[src/rtl/viterbi_decoder.sv]
// Hard-decision K=3 rate-1/2 (7,5) Viterbi decoder, register-exchange survivors.
// Define VITERBI_PM_NORM_EN for min-subtract path-metric normalisation.
module viterbi_decoder #(
  parameter int TB_DEPTH = 16,
  parameter int PM_W     = 8
) (
  input  logic       clk,
  input  logic       rst,
  input  logic       enable,
  input  logic [1:0] d_in,
  output logic       d_out
);

  localparam int SW = PM_W + 1;
  localparam int FW = $clog2(TB_DEPTH + 1);
  localparam logic [FW-1:0] FILL_MAX = FW'(TB_DEPTH);
  localparam logic [PM_W-1:0] PM_MAX = '1;
  localparam logic [PM_W-1:0] PM_BIAS = PM_W'(1) << (PM_W - 2);

  logic [PM_W-1:0]     pm      [4];
  logic [PM_W-1:0]     pm_nx   [4];
  logic [TB_DEPTH-1:0] surv    [4];
  logic [TB_DEPTH-1:0] surv_nx [4];
  logic [SW-1:0]       acs     [4];
  logic [3:0]          win;
  logic [SW-1:0]       mn;
  logic [1:0]          best;
  logic [PM_W-1:0]     best_pm;
  logic [FW-1:0]       fill;

  function automatic logic [1:0] bm(
    input logic [1:0] p,
    input logic       u,
    input logic [1:0] sym
  );
    logic [1:0] x;
    x = {u ^ p[1] ^ p[0], u ^ p[0]} ^ sym;
    return {1'b0, x[1]} + {1'b0, x[0]};
  endfunction

  function automatic logic [PM_W-1:0] sat(
    input logic [SW-1:0] v
  );
    return (v > SW'(PM_MAX)) ? PM_MAX : v[PM_W-1:0];
  endfunction

  for (genvar g = 0; g < 4; g++) begin : g_acs
    localparam logic [1:0] NS = 2'(g);
    localparam logic [1:0] P0 = {NS[0], 1'b0};
    localparam logic [1:0] P1 = {NS[0], 1'b1};
    logic [SW-1:0] c0;
    logic [SW-1:0] c1;
    assign c0 = SW'(pm[P0]) + SW'(bm(P0, NS[1], d_in));
    assign c1 = SW'(pm[P1]) + SW'(bm(P1, NS[1], d_in));
    // strict compare: ties go to the lower-index predecessor
    assign win[g] = c1 < c0;
    assign acs[g] = win[g] ? c1 : c0;
    assign surv_nx[g] = {win[g] ? surv[P1][TB_DEPTH-2:0]
                                : surv[P0][TB_DEPTH-2:0], NS[1]};
  end

  always_comb begin
    mn = acs[0];
    for (int i = 1; i < 4; i++)
      if (acs[i] < mn) mn = acs[i];
    for (int i = 0; i < 4; i++) begin
`ifdef VITERBI_PM_NORM_EN
      pm_nx[i] = sat(acs[i] - mn);
`else
      pm_nx[i] = sat(acs[i]);
`endif
    end
  end

  always_comb begin
    best    = 2'd0;
    best_pm = pm[0];
    for (int i = 1; i < 4; i++)
      if (pm[i] < best_pm) begin
        best    = 2'(i);
        best_pm = pm[i];
      end
  end

  always_ff @(posedge clk or negedge rst) begin
    if (!rst) begin
      pm[0] <= '0;
      for (int i = 1; i < 4; i++) pm[i] <= PM_BIAS;
      for (int i = 0; i < 4; i++) surv[i] <= '0;
      fill  <= '0;
      d_out <= 1'b0;
    end else if (enable) begin
      for (int i = 0; i < 4; i++) begin
        pm[i]   <= pm_nx[i];
        surv[i] <= surv_nx[i];
      end
      if (fill != FILL_MAX) fill <= fill + FW'(1);
      d_out <= (fill == FILL_MAX) ? surv[best][TB_DEPTH-1] : 1'b0;
    end
  end

endmodule

[config.mk]
export PLATFORM = sky130hd
export DESIGN_NAME = viterbi_decoder
export DESIGN_NICKNAME = d
export VERILOG_FILES = /design/src/rtl/viterbi_decoder.sv
export SDC_FILE = /design/constraint.sdc
export NUM_CORES = 1
export LEC_CHECK = 0
export CORE_MARGIN = 3
export CORE_UTILIZATION = 50
export CTS_BUF_LIST = sky130_fd_sc_hd__clkbuf_16
export DETAILED_ROUTE_END_ITERATION = 16
export HOLD_SLACK_MARGIN = 0.02
export PLACE_DENSITY = 0.66
export SKIP_CTS_REPAIR_TIMING = 1
export SLEW_MARGIN = 0
export SYNTH_ARGS = -nofsm -noshare
export SYNTH_HDL_FRONTEND = slang
export SYNTH_SLANG_ARGS = --single-unit
[constraint.sdc]
create_clock -name clk -period 5.2 [get_ports clk]
set_input_delay 1.04 -clock clk [delete_from_list [all_inputs] [get_ports clk]]
set_output_delay 1.04 -clock clk [all_outputs]
set_load 0.05 [all_outputs]
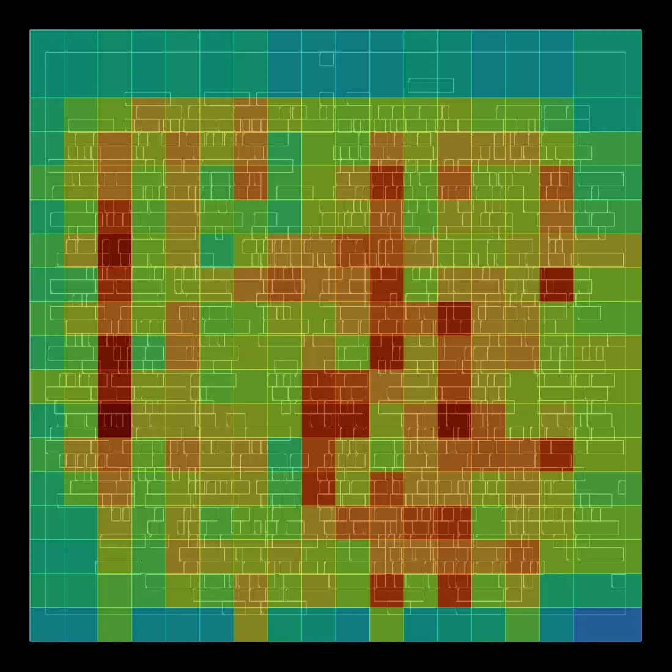
Fig. 1. Track usage over the die (run 1).
met3 track utilization from global routing: 3.77%
GR Util met2: 38.7%
Global Route Usage Sum: 23.0%

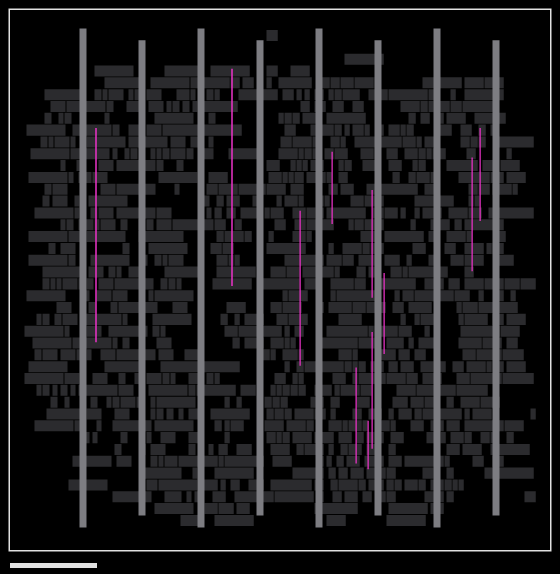
Fig. 2. The metal 4 layer (run 1).
The bar under the picture is 20 µm long. Supply wires on this layer in grey. Cells faint in the background.
main direction: vertical
longest straight run: 49.6 µm
Routed WL: 16400 µm
DR vias: 5487

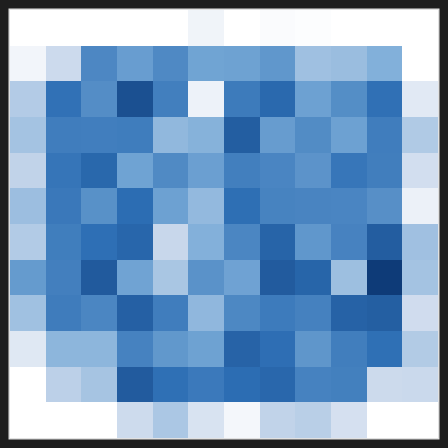
Fig. 3. Placement density heat map (run 1).
The die is cut into 12 by 12 equal tiles; white is low, dark blue is high, 0 to 100% covered.
nearly empty tiles: 12%
mean over tiles: 48%
tiles over 75% full: 13%
Core Footprint: 13500 µm²
FP Core Util: 51.9%
final cell utilization of the core: 56.6%

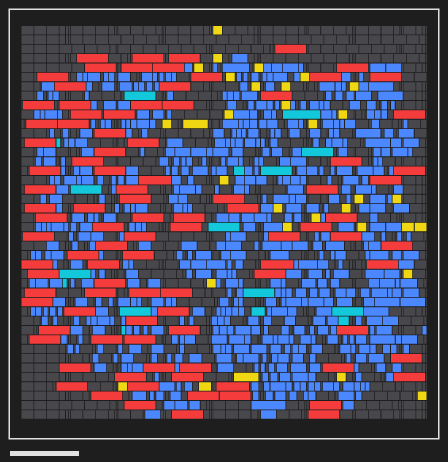
Fig. 4. Placement by cell class (run 1).
The bar under the picture is 20 µm long. Fill, decap, tap and diode cells in grey.
legend:
  clock drivers and dummy loads:
    colour: cyan
    cells: 16
  remaining buffers and delay cells:
    colour: yellow
    cells: 32
  sequential cells:
    colour: red
    cells: 97
  combinational and other logic:
    colour: blue
    cells: 609
area of all placed cells without fillers: 7620 µm²
number of standard-cell rows in the floorplan: 42
Seq area share: 31.9%

==> metrics.log, run 1 <==
[metrics] run summary
[metrics] result of the run: finished clean
[metrics] biggest regs: surv x59, pm x32, fill x5
[metrics] wire length of the first global-routing pass: roughly 28000 µm
[metrics] length of routed wiring on met1: roughly 7500 µm
[metrics] average footprint of a synthesized cell: about 9.3 µm²
[metrics] number of non-clock inverters: 36
[metrics] number of violations reported at the end of detailed-routing iteration 0: around 280
[metrics] leading cell category by total area: logic gates
[metrics] post-synthesis adder-cell area fraction: 15.0%
[metrics] number of antenna cells inserted: 0
[metrics] yosys aoi share: 16.1%
[metrics] clock network contribution to total cell area: under 10%
[metrics] average detailed-routed wire length per instance: 17.7 µm
[metrics] most frequent logic cell in the layout: sky130_fd_sc_hd__nor2_1
[metrics] worst-case hold path end point: fill[4]
[metrics] CP max FO: 16
[metrics] number of hold violations in the final report: 0
[metrics] cell type with the largest total area: sky130_fd_sc_hd__dfrtp_1
[metrics] Post-Route Setup TNS: 0 ps
[metrics] remaining routing DRC violations: 0
[metrics] total cell area reported by yosys after synthesis: 6980 µm²
[metrics] number of instances on the worst hold path: 1
[metrics] Die ar.: about 15000 µm²
[metrics] source of the worst hold timing path: fill[4]
[metrics] antenna violations before repair: 0
[metrics] worst reg-to-reg setup slack: roughly 370 ps
[metrics] terminus of the critical flop-to-flop path: d_out
[metrics] GPL Wtd Cong: approximately 0.96
[metrics] basic-gate share of the synthesized area counting and, or, nand and nor cells: roughly 14%
[metrics] uppermost metal layer occupied by signal nets: met4
[metrics] number of max-cap violations: 0
[metrics] largest buffer count on any clock path: 2
[metrics] clock tree from TritonCTS: yes
[metrics] number of vias per cell after detailed routing: around 6
[metrics] Multi-Input Combinational: 573
[metrics] antenna violation net count after detailed routing: 0
[metrics] cell types with the highest counts after synthesis: sky130_fd_sc_hd__nor2_1, sky130_fd_sc_hd__dfrtp_1, sky130_fd_sc_hd__a21oi_1
[metrics] top-level port count: 6
[metrics] Die Width: approximately 120 µm
[metrics] fraction of area in multi-input gates: a little under three fifths
[metrics] slew at the pin closest to its max-slew limit: just under 800 ps
[metrics] category of the most critical setup path: reg -> reg
[metrics] Data buffer area share: 3.58%
[metrics] number of levels in the clock H-tree: 3
[metrics] proportion of register bits with asynchronous set or reset after synthesis: 100%
[metrics] warning count from the yosys run: 0
[metrics] cell count of the worst reg-to-reg path: 20
[metrics] stage delay of the slowest cell on the critical path: roughly 640 ps
[metrics] vertical die size: around 120 µm
[metrics] parity-gate share of the synthesized area counting xor and xnor cells: about 6.5%
[metrics] final cycle utilization of the critical path: between 90% and 100%
[metrics] count of tool warnings: 30
[metrics] signed area change from the synthesized netlist to the final layout: 9.05%
[metrics] Achievable Freq: around 210 MHz
[metrics] Final Max-Slew Violation Tally: 0
[metrics] root cell of the clock tree: sky130_fd_sc_hd__clkbuf_16
[metrics] count of state elements after synthesis: between 90 and 100
[metrics] top logic cell family in the synthesized netlist: AND-OR/OR-AND gates
[metrics] fraction of layout instances using a drive strength above 1: under 10%
[metrics] Post-synth seq share: 34.8%
[metrics] Tightest Hold Check Type: reg -> reg
==> run 2, diff against run 1 <==
--- a/config.mk
+++ b/config.mk
@@ -8,6 +8,7 @@
 export CORE_MARGIN = 3
 export CORE_UTILIZATION = 50
 export CTS_BUF_LIST = sky130_fd_sc_hd__clkbuf_16
+export CTS_CLUSTER_SIZE = 10
 export DETAILED_ROUTE_END_ITERATION = 16
 export HOLD_SLACK_MARGIN = 0.02
 export PLACE_DENSITY = 0.66
==> run 2 against run 1 <==
Via count unchanged. Count of clock-buffer cells in the layout stayed put. Utilization did not move.
==> metrics.log, run 2 <==
[metrics] run summary
[metrics] result of the run: finished clean
[metrics] FP Core Util: 51.9% (unchanged)
[metrics] cell count of the worst reg-to-reg path: 20 (unchanged)
[metrics] number of violations reported at the end of detailed-routing iteration 0: 284 (unchanged)
[metrics] average footprint of a synthesized cell: 9.29 µm² (unchanged)
[metrics] source of the worst hold timing path: fill[4]
[metrics] uppermost metal layer occupied by signal nets: met4
[metrics] clock tree from TritonCTS: yes
[metrics] antenna violations before repair: 0 (unchanged)
[metrics] count of tool warnings: 30 (unchanged)
[metrics] number of non-clock inverters: 36 (unchanged)
[metrics] proportion of register bits with asynchronous set or reset after synthesis: 100% (unchanged)
[metrics] final cell utilization of the core: 56.6% (unchanged)
[metrics] wire length of the first global-routing pass: 27700 µm (unchanged)
[metrics] remaining routing DRC violations: 0 (unchanged)
[metrics] Post-Route Setup TNS: 0 ps (unchanged)
[metrics] count of state elements after synthesis: 97 (unchanged)
[metrics] vertical die size: 124 µm (unchanged)
[metrics] number of max-cap violations: 0 (unchanged)
[metrics] antenna violation net count after detailed routing: 0 (unchanged)
[metrics] Achievable Freq: 207 MHz (unchanged)
[metrics] Post-synth seq share: 34.8% (unchanged)
[metrics] Global Route Usage Sum: 23.0% (unchanged)
[metrics] average detailed-routed wire length per instance: 17.7 µm (unchanged)
[metrics] total cell area reported by yosys after synthesis: 6980 µm² (unchanged)
[metrics] top-level port count: 6 (unchanged)
[metrics] slew at the pin closest to its max-slew limit: 786 ps (unchanged)
[metrics] post-synthesis adder-cell area fraction: 15.0% (unchanged)
[metrics] top logic cell family in the synthesized netlist: AND-OR/OR-AND gates
[metrics] fraction of layout instances using a drive strength above 1: 8.75% (unchanged)
[metrics] length of routed wiring on met1: 7460 µm (unchanged)
[metrics] signed area change from the synthesized netlist to the final layout: 9.05% (unchanged)
[metrics] number of instances on the worst hold path: 1 (unchanged)
[metrics] area of all placed cells without fillers: 7620 µm² (unchanged)
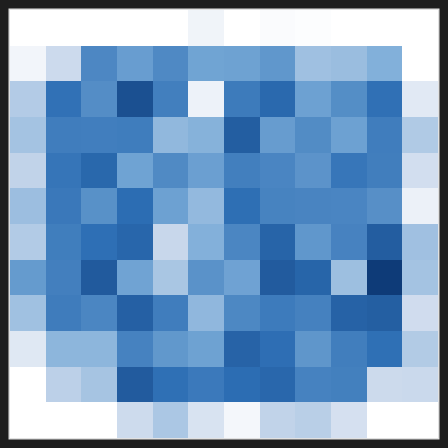
Fig. 5. Placement density heat map (run 2).
The die is cut into 12 by 12 equal tiles; white is low, dark blue is high, 0 to 100% covered.
tiles over 75% full: 13%
mean over tiles: 48%
nearly empty tiles: 12%
fullest tile: 96%

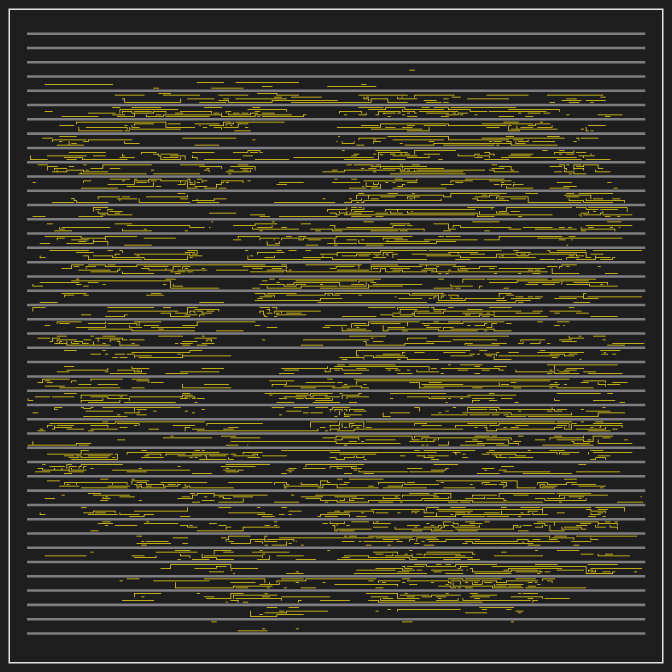
Fig. 6. The metal 1 layer (run 2).
Supply wires on this layer in grey.
wire length on this layer: 7460 µm
longest straight run: 40.9 µm
global routing usage on met1: 30.3%

